==> src/rtl/atmega_tim_prescaler.sv <==
// Shared timer prescaler with GTCCR control (TSM/PSRASY/PSRSYNC) and
// external Tn pin synchronizer producing one-cycle rise/fall pulses.
module atmega_tim_prescaler #(
  parameter int                           BUS_ADDR_DATA_LEN = 8,
  parameter logic [BUS_ADDR_DATA_LEN-1:0] GTCCR_ADDR        = 'h43
) (
  input  logic                         clk_i,
  input  logic                         rst_ni,
  input  logic [BUS_ADDR_DATA_LEN-1:0] addr_i,
  input  logic                         wr_i,
  input  logic                         rd_i,
  input  logic [7:0]                   bus_i,
  output logic [7:0]                   bus_o,
  output logic                         clk8_o,
  output logic                         clk64_o,
  output logic                         clk256_o,
  output logic                         clk1024_o,
  output logic                         psrasy_o,
  output logic                         tim_halt_o,
  input  logic                         t_i,
  output logic                         t_rise_o,
  output logic                         t_fall_o
);

  logic [9:0] cnt_q, cnt_d;
  logic       tsm_q, tsm_d;
  logic       psrasy_q, psrasy_d;
  logic       psrsync_q, psrsync_d;
  logic       gtccr_sel;
  logic       gtccr_wr;

  logic       s1_q, s2_q, d1_q, d2_q;
  logic       rise_q, fall_q;

  assign gtccr_sel = (addr_i == GTCCR_ADDR);
  assign gtccr_wr  = wr_i && gtccr_sel;

  // A bus write takes priority over the auto-clear at the same edge.
  always_comb begin
    tsm_d     = tsm_q;
    psrasy_d  = psrasy_q;
    psrsync_d = psrsync_q;
    if (gtccr_wr) begin
      tsm_d     = bus_i[7];
      psrasy_d  = bus_i[1];
      psrsync_d = bus_i[0];
    end else if (!tsm_q) begin
      psrasy_d  = 1'b0;
      psrsync_d = 1'b0;
    end
  end

  // Divider sits at 0 while PSRSYNC is set, so it restarts 0->1 after release.
  always_comb begin
    cnt_d = cnt_q + 10'd1;
    if ((gtccr_wr && bus_i[0]) || psrsync_q) begin
      cnt_d = '0;
    end
  end

  always_ff @(posedge clk_i or negedge rst_ni) begin
    if (!rst_ni) begin
      cnt_q     <= '0;
      tsm_q     <= 1'b0;
      psrasy_q  <= 1'b0;
      psrsync_q <= 1'b0;
    end else begin
      cnt_q     <= cnt_d;
      tsm_q     <= tsm_d;
      psrasy_q  <= psrasy_d;
      psrsync_q <= psrsync_d;
    end
  end

  // Two-flop synchronizer, one delay stage for edge detect, registered pulses.
  always_ff @(posedge clk_i or negedge rst_ni) begin
    if (!rst_ni) begin
      s1_q   <= 1'b0;
      s2_q   <= 1'b0;
      d1_q   <= 1'b0;
      d2_q   <= 1'b0;
      rise_q <= 1'b0;
      fall_q <= 1'b0;
    end else begin
      s1_q   <= t_i;
      s2_q   <= s1_q;
      d1_q   <= s2_q;
      d2_q   <= d1_q;
      rise_q <= d1_q & ~d2_q;
      fall_q <= ~d1_q & d2_q;
    end
  end

  assign clk8_o     = cnt_q[2];
  assign clk64_o    = cnt_q[5];
  assign clk256_o   = cnt_q[7];
  assign clk1024_o  = cnt_q[9];
  assign psrasy_o   = psrasy_q;
  assign tim_halt_o = tsm_q & psrsync_q;
  assign t_rise_o   = rise_q;
  assign t_fall_o   = fall_q;
  assign bus_o      = (rd_i && gtccr_sel) ? {tsm_q, 5'b00000, psrasy_q, psrsync_q} : 8'h00;

endmodule
==> config.mk <==
export PLATFORM = sky130hd
export DESIGN_NAME = atmega_tim_prescaler
export DESIGN_NICKNAME = d
export VERILOG_FILES = /design/src/rtl/atmega_tim_prescaler.sv
export SDC_FILE = /design/constraint.sdc
export NUM_CORES = 1
export LEC_CHECK = 0
export CAP_MARGIN = 5
export CORE_MARGIN = 2
export CORE_UTILIZATION = 40
export CTS_CLUSTER_SIZE = 28
export DETAILED_ROUTE_END_ITERATION = 8
export PLACE_DENSITY = 0.84
export SYNTH_ARGS = -nofsm -noshare
export SYNTH_HDL_FRONTEND = slang
export SYNTH_SLANG_ARGS = --single-unit
==> constraint.sdc <==
create_clock -name clk_i -period 1.4 [get_ports clk_i]
set_input_delay 0.28 -clock clk_i [delete_from_list [all_inputs] [get_ports clk_i]]
set_output_delay 0.28 -clock clk_i [all_outputs]
set_load 0.005 [all_outputs]
==> results.py, run 1 <==
# Physical implementation metrics
metrics = {
    "final_timing": {
        "maxSlewViolCount": 0,
        "fin_ws_ns": -0.0829,
        "setup_viol": 3,
        "fin_worst_skew_ns": 0.00943,
        "final-hold-violation-count": 0,
        "finalCritPeriodShare_pct": 106,
        "fmax_mhz": 674,
        "rsz0062_at_grt": "true",
    },
    "global_route": {
        "grt-ovfl-total": 0,
        "antenna_found_initial": 0,
        "grt_pass1_wl_um": 3450,
        "grt_pass1_vias": 767,
    },
    "synthesis": {
        "synth_area_per_cell_um2": 11.4,
        "synth-seq-cells": 19,
        "aoi_share_pct": 7.77,
        "synth_top_cell_by_area": "dfrtp_1",
        "adder_share_pct": 1.47,
        "xor_area_share_pct": 3.08,
        "synth.distinct_cells": 28,
        "top_logic_kind": "simple AND/OR/NAND/NOR gates",
        "ys_cells": 75,
        "synth_area_um2": 853,
        "area_leaders": "dfrtp_1 (56%), buf_4 (4.4%), mux2_2 (2.6%), a21oi_1 (2.3%), nand3_1 (2.3%)",
        "ys_warn_count": 0,
        "netlist_instances": 75,
    },
    "finish": {
        "final-clk-cell-share_pct": 1.88,
        "layout-drive-gt1-share_pct": 41.8,
        "lay_top_cells": "dfrtp_1 (17), buf_4 (15), dlygate4sd2_1 (8)",
        "largest_reg_flops": 10,
        "flop_area_um2": 478,
        "area_share_nonclk_buffers_pct": 31.3,
        "buffers": 45,
        "n_all_inverters": 2,
        "largest_register": "cnt_q",
        "n_antenna_cell": 0,
        "dominant-cell-class": "registers",
        "clkbuf_count": 4,
        "n_fill_cell": 134,
        "comb_share_pct": 29.7,
        "mostFrequentLayoutCell": "dfrtp_1",
        "area_delta_synth_final_pct": 64.2,
        "final_cells": 149,
        "comb_area_um2": 417,
    },
    "placed_design": {
        "place_ws_ns": -0.807,
        "place_inst": 132,
    },
    "setup_path": {
        "crit_required_ns": 1.12,
        "path_max_fanout": 3,
        "max_stage_delay_ns": 0.28,
        "cpLargestDelayFamily": "simple AND/OR/NAND/NOR gates",
        "path_class": "in -> out",
        "cp.arrival_ns": 1.20,
        "path_cells": "buf_6 -> nor4b_4 -> buf_4 -> and2_4 -> and3_4 -> buf_6",
        "slowest_stage": "nor4b_4",
    },
    "clock_tree": {
        "cts_tree": "yes",
        "clk_pin_slew_ns": 0.11,
        "cts_setup_buffers": 15,
        "clk_path_buf_depth": 2,
        "holdBufCountCts": 0,
        "clkSinkCount": 19,
        "numCtsBuffers": 3,
    },
    "flow_run": {
        "drv_cap": 0,
        "warnings": 33,
    },
    "drt": {
        "drt_pass1_iterations": 4,
        "vias_per_cell": 4.89,
    },
    "die": {
        "die_area_mm2": 0.00252,
        "initCoreUtil_pct": 43.1,
        "num_tap_cells": 27,
    },
    "power_and_ir_drop": {
        "peakVddDrop_mv": 0.774,
        "p_per_area_mw_per_mm2": 1020,
    },
    "status": {
        "violations": "setup timing",
        "status": "finished, violations left",
    },
    "min_path": {
        "min-delay-path-class": "in -> async",
    },
}
==> run 1: metrics by stage <==
| stage | utilization, % | area, um^2 | setup TNS (ns) | power (mW) | hold slack, ns |
|---|---|---|---|---|---|
| final | 70.7 | 1400 | -0.218 | 1.43 | 0.294 |
| after global routing | 70.7 | 1400 | -0.410 | 1.53 | 0.318 |
| after CTS | 70.1 | 1390 | -0.195 | 1.40 | 0.299 |
| after detailed placement | 59.4 | 1180 | -6.32 | 1.08 | 0.339 |
| after global placement | 59.4 | 1180 | -6.14 | 1.06 | 0.334 |
| after floorplan | - | 868 | 0 | 0.893 | -0.0156 |
==> run 1: power by group <==
part | internal, mW | total (mW) | switching [mW]
combinational | 0.220 | 0.409 | 0.189
sequential | 0.653 | 0.748 | 0.0948
clock | 0.111 | 0.273 | 0.162
==> run 1: cells in the mapped netlist, drive strengths merged <==
cell type,count
buf,6
or4,1
xor2,2
or3,4
o31ai,1
inv,2
mux2,2
o21ai,4
conb,1
and2,2
ha,1
a41o,1
dfrtp,19
nand3,5
nand2,4
nor4b,1
and4bb,1
a21oi,5
mux2i,1
and3,3
nor2,5
nand4,1
nor2b,2
xnor2,1
==> run 1: metal layers <==
metal  vias up  track usage [%]  part of all wire [%]  wire length, um
met2        29             32.0                    54             1120
met4         0             5.56                  0.97               20
met5         -                0                     0                0
met3         2             3.87                   8.0              165
li1        350                -                     -                -
met1       347             21.6                    37              760
==> run 1: final timing paths <==
path	endpoint	slack (ns)	depth (start not counted)	start
hold / removal	t_rise_o	0.29	2	rst_ni
hold reg to reg	d1_q	0.36	0	s2_q
setup / recovery	bus_o[7]	-0.08	6	addr_i[4]
min in group clk_i	d1_q	0.36	0	s2_q
setup reg to reg	cnt_q[9]	0.05	4	cnt_q[5]
max in group asynchronous	cnt_q[2]	0.90	2	rst_ni
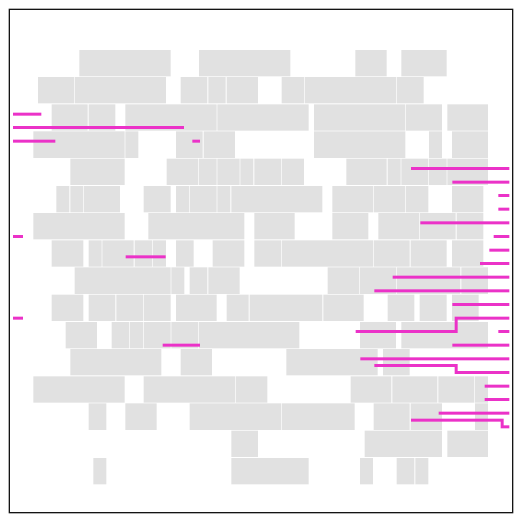
Fig. 1. Met3 routing (run 1).
Scale: 10 px per um.
- longest straight run: 16.8 um
- main direction: horizontal
- nets with wire on the layer: 27
- share of all routed wire: 8.0%
- wire length on this layer: 165 um
met3 Usage GRT: 3.87%
drt total wl: 2070 um
total number of vias: 728

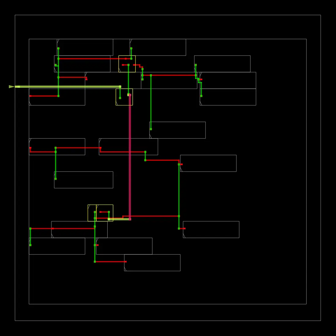
Fig. 2. Clock wiring as the flow saved it (run 1).
clk pwr: 273 uW
flop count: 19

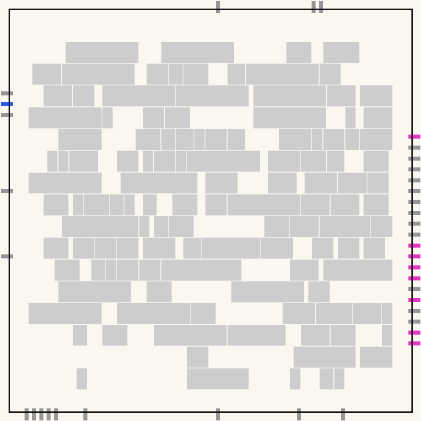
Fig. 3. I/O pins on the die edge (run 1).
Scale: 8 px per um. Pins as bars across the die edge, other pins in gray.
- clk_i: blue (pins 1; direction input; edge left)
- addr_i: magenta (pins 8; direction input; edge right)
- all pins by edge: 20 right, 9 bottom, 5 left, 3 top
Buffers on Ports: 26
die width: 50.2 um
Die Span Y: 50.2 um

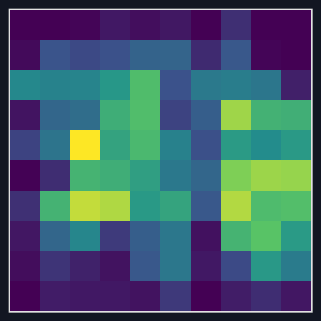
Fig. 4. Wire density map (run 1).
Scale: 6 px per um. 10 x 10 tiles, from dark purple (low) to yellow (high), scaled to the fullest tile. Values are wire area over tile area, all layers added.
- densest ninth of the die: middle right
- mean over tiles: 0.13
- nearly empty tiles: 11%
- tiles over half the peak: 30%
routed length per placed instance: 13.9 um
GRT Total Usage: 18.0%

==> run 2, diff against run 1 <==
Settings changed: CTS_CLUSTER_DIAMETER set to 150.
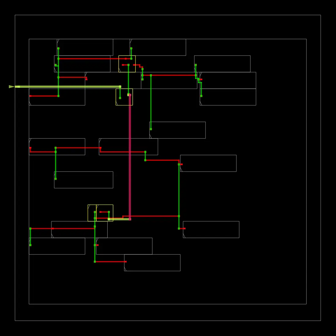
Fig. 5. Clock wiring as the flow saved it (run 2).
total CTS buffers: 3
Skew-Pair Late Insertion Delay: 0.30 ns
CTS Sinks: 19
Fin Clk Skew: 0.00943 ns

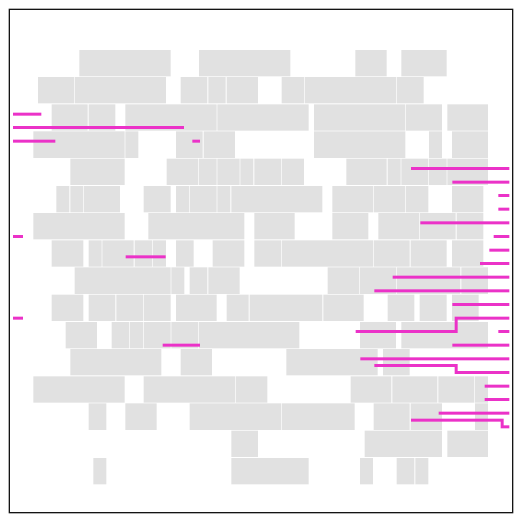
Fig. 6. Met3 routing (run 2).
Scale: 10 px per um.
- main direction: horizontal
- share of all routed wire: 8.0%

==> run 2 against run 1 <==
Effect of this change: the run still ends with setup timing left; highest routed layer unchanged; count of clock-buffer cells in the layout stayed put; maximum frequency stayed put; worst setup slack stayed put; non-clock buffer count stayed put; critical endpoint unchanged; die area did not move.
==> results.py, run 2 <==
# Physical implementation metrics
metrics = {
    "setup_path": {
        "path_class": "in -> out",
        "cpLargestDelayFamily": "simple AND/OR/NAND/NOR gates",
        "path_cells": "buf_6 -> nor4b_4 -> buf_4 -> and2_4 -> and3_4 -> buf_6",
    },
    "synthesis": {
        "top_cells_by_count": "dfrtp_1 (19), buf_4 (5), nor2_1 (5)",
        "synth-seq-cells": 19,
        "ff_type": "dfrtp_1",
        "edf_count": 0,
        "synth_area_um2": 853,
        "area_leaders": "dfrtp_1 (56%), buf_4 (4.4%), mux2_2 (2.6%), a21oi_1 (2.3%), nand3_1 (2.3%)",
        "ys_cells": 75,
        "yosysMostFrequentCell": "dfrtp_1",
    },
    "die": {
        "die_area_mm2": 0.00252,
        "die-width_um": 50.2,
    },
    "clock_tree": {
        "cts_setup_buffers": 15,
        "cts_tree": "yes",
        "holdBufCountCts": 0,
        "clk_path_buf_depth": 2,
    },
    "final_timing": {
        "setup_viol": 3,
        "finalCritPeriodShare_pct": 106,
        "rsz0062_at_grt": "true",
        "maxSlewViolCount": 0,
        "fin_ws_ns": -0.0829,
    },
    "finish": {
        "n_antenna_cell": 0,
        "largest_reg_flops": 10,
        "flop_area_um2": 478,
        "area_delta_synth_final_pct": 64.2,
        "n_fill_cell": 134,
        "mostFrequentLayoutCell": "dfrtp_1",
    },
    "global_route": {
        "grt_pass1_wl_um": 3450,
        "grt_use_met2_pct": 32.0,
        "top_usage_layer": "met2",
        "grt-ovfl-total": 0,
        "grt_use_met3_pct": 3.87,
    },
    "power_and_ir_drop": {
        "combPwrFrac_pct": 28.6,
        "p_per_area_mw_per_mm2": 1020,
        "powerSeq_uw": 748,
        "p_seq_share_pct": 52.3,
        "netSwitchingFraction_pct": 31.2,
        "pg_comb_uw": 409,
        "clkPwrFrac_pct": 19.1,
    },
    "drt": {
        "drt_pass1_iterations": 4,
        "vias": 728,
        "routed_wirelength_um": 2070,
    },
    "status": {
        "violations": "setup timing",
        "status": "finished, violations left",
    },
    "min_path": {
        "min-delay-path-class": "in -> async",
    },
    "flow_run": {
        "warnings": 33,
    },
}
-- run 2: cell counts in the layout (fill, tap and decap cells not counted) --
No cell type changed its count.
-- run 2: per-stage QoR --
| stage | hold slack, ns | total power [mW] | setup TNS (ns) | instances | utilization [%] |
|---|---|---|---|---|---|
| floorplan | -0.0156 | 0.893 | 0 | 79 | - |
| global placement | 0.334 | 1.06 | -6.14 | 132 | 59.4 |
| detailed placement | 0.339 | 1.08 | -6.32 | 132 | 59.4 |
| CTS | 0.299 | 1.40 | -0.195 | 150 | 70.1 |
| global route | 0.318 | 1.53 | -0.410 | 149 | 70.7 |
| finish | 0.294 | 1.43 | -0.218 | 149 | 70.7 |
-- run 2: layout make-up --
type	count	area share [%]
sequential	19	34.1
timing repair buffer	45	31.3
multi-input combinational	52	29.7
tap	27	2.41
clock buffer	4	1.88
inverter	2	0.536
-- run 2: worst paths after layout --
kind                            from  endpoint  slack, ns  cells after the start
max                        addr_i[4]  bus_o[7]      -0.08                      6
min                           rst_ni  t_rise_o       0.29                      2
max reg2reg                 cnt_q[5]  cnt_q[9]       0.05                      4
min reg2reg                     s2_q      d1_q       0.36                      0
max in group asynchronous     rst_ni  cnt_q[2]       0.90                      2
min in group clk_i              s2_q      d1_q       0.36                      0
-- run 2: cell families after synthesis --
kind of cell	share of synthesized area [%]
AOI/OAI and AO/OA	7.77
buffers and inverters	5.87
DFF	55.7
xor gates and xnor gates	3.08
other	0.439
adders and majority gates	1.47
muxes	3.81
and+or+nand+nor	21.8
-- run 2: routing by layer --
| layer | vias up | wire (um) |
|---|---|---|
| li1 | 350 | - |
| met1 | 347 | 760 |
| met2 | 29 | 1120 |
| met3 | 2 | 165 |
| met4 | 0 | 20 |
| met5 | - | 0 |
Power is estimated from default activity; no workload was simulated.
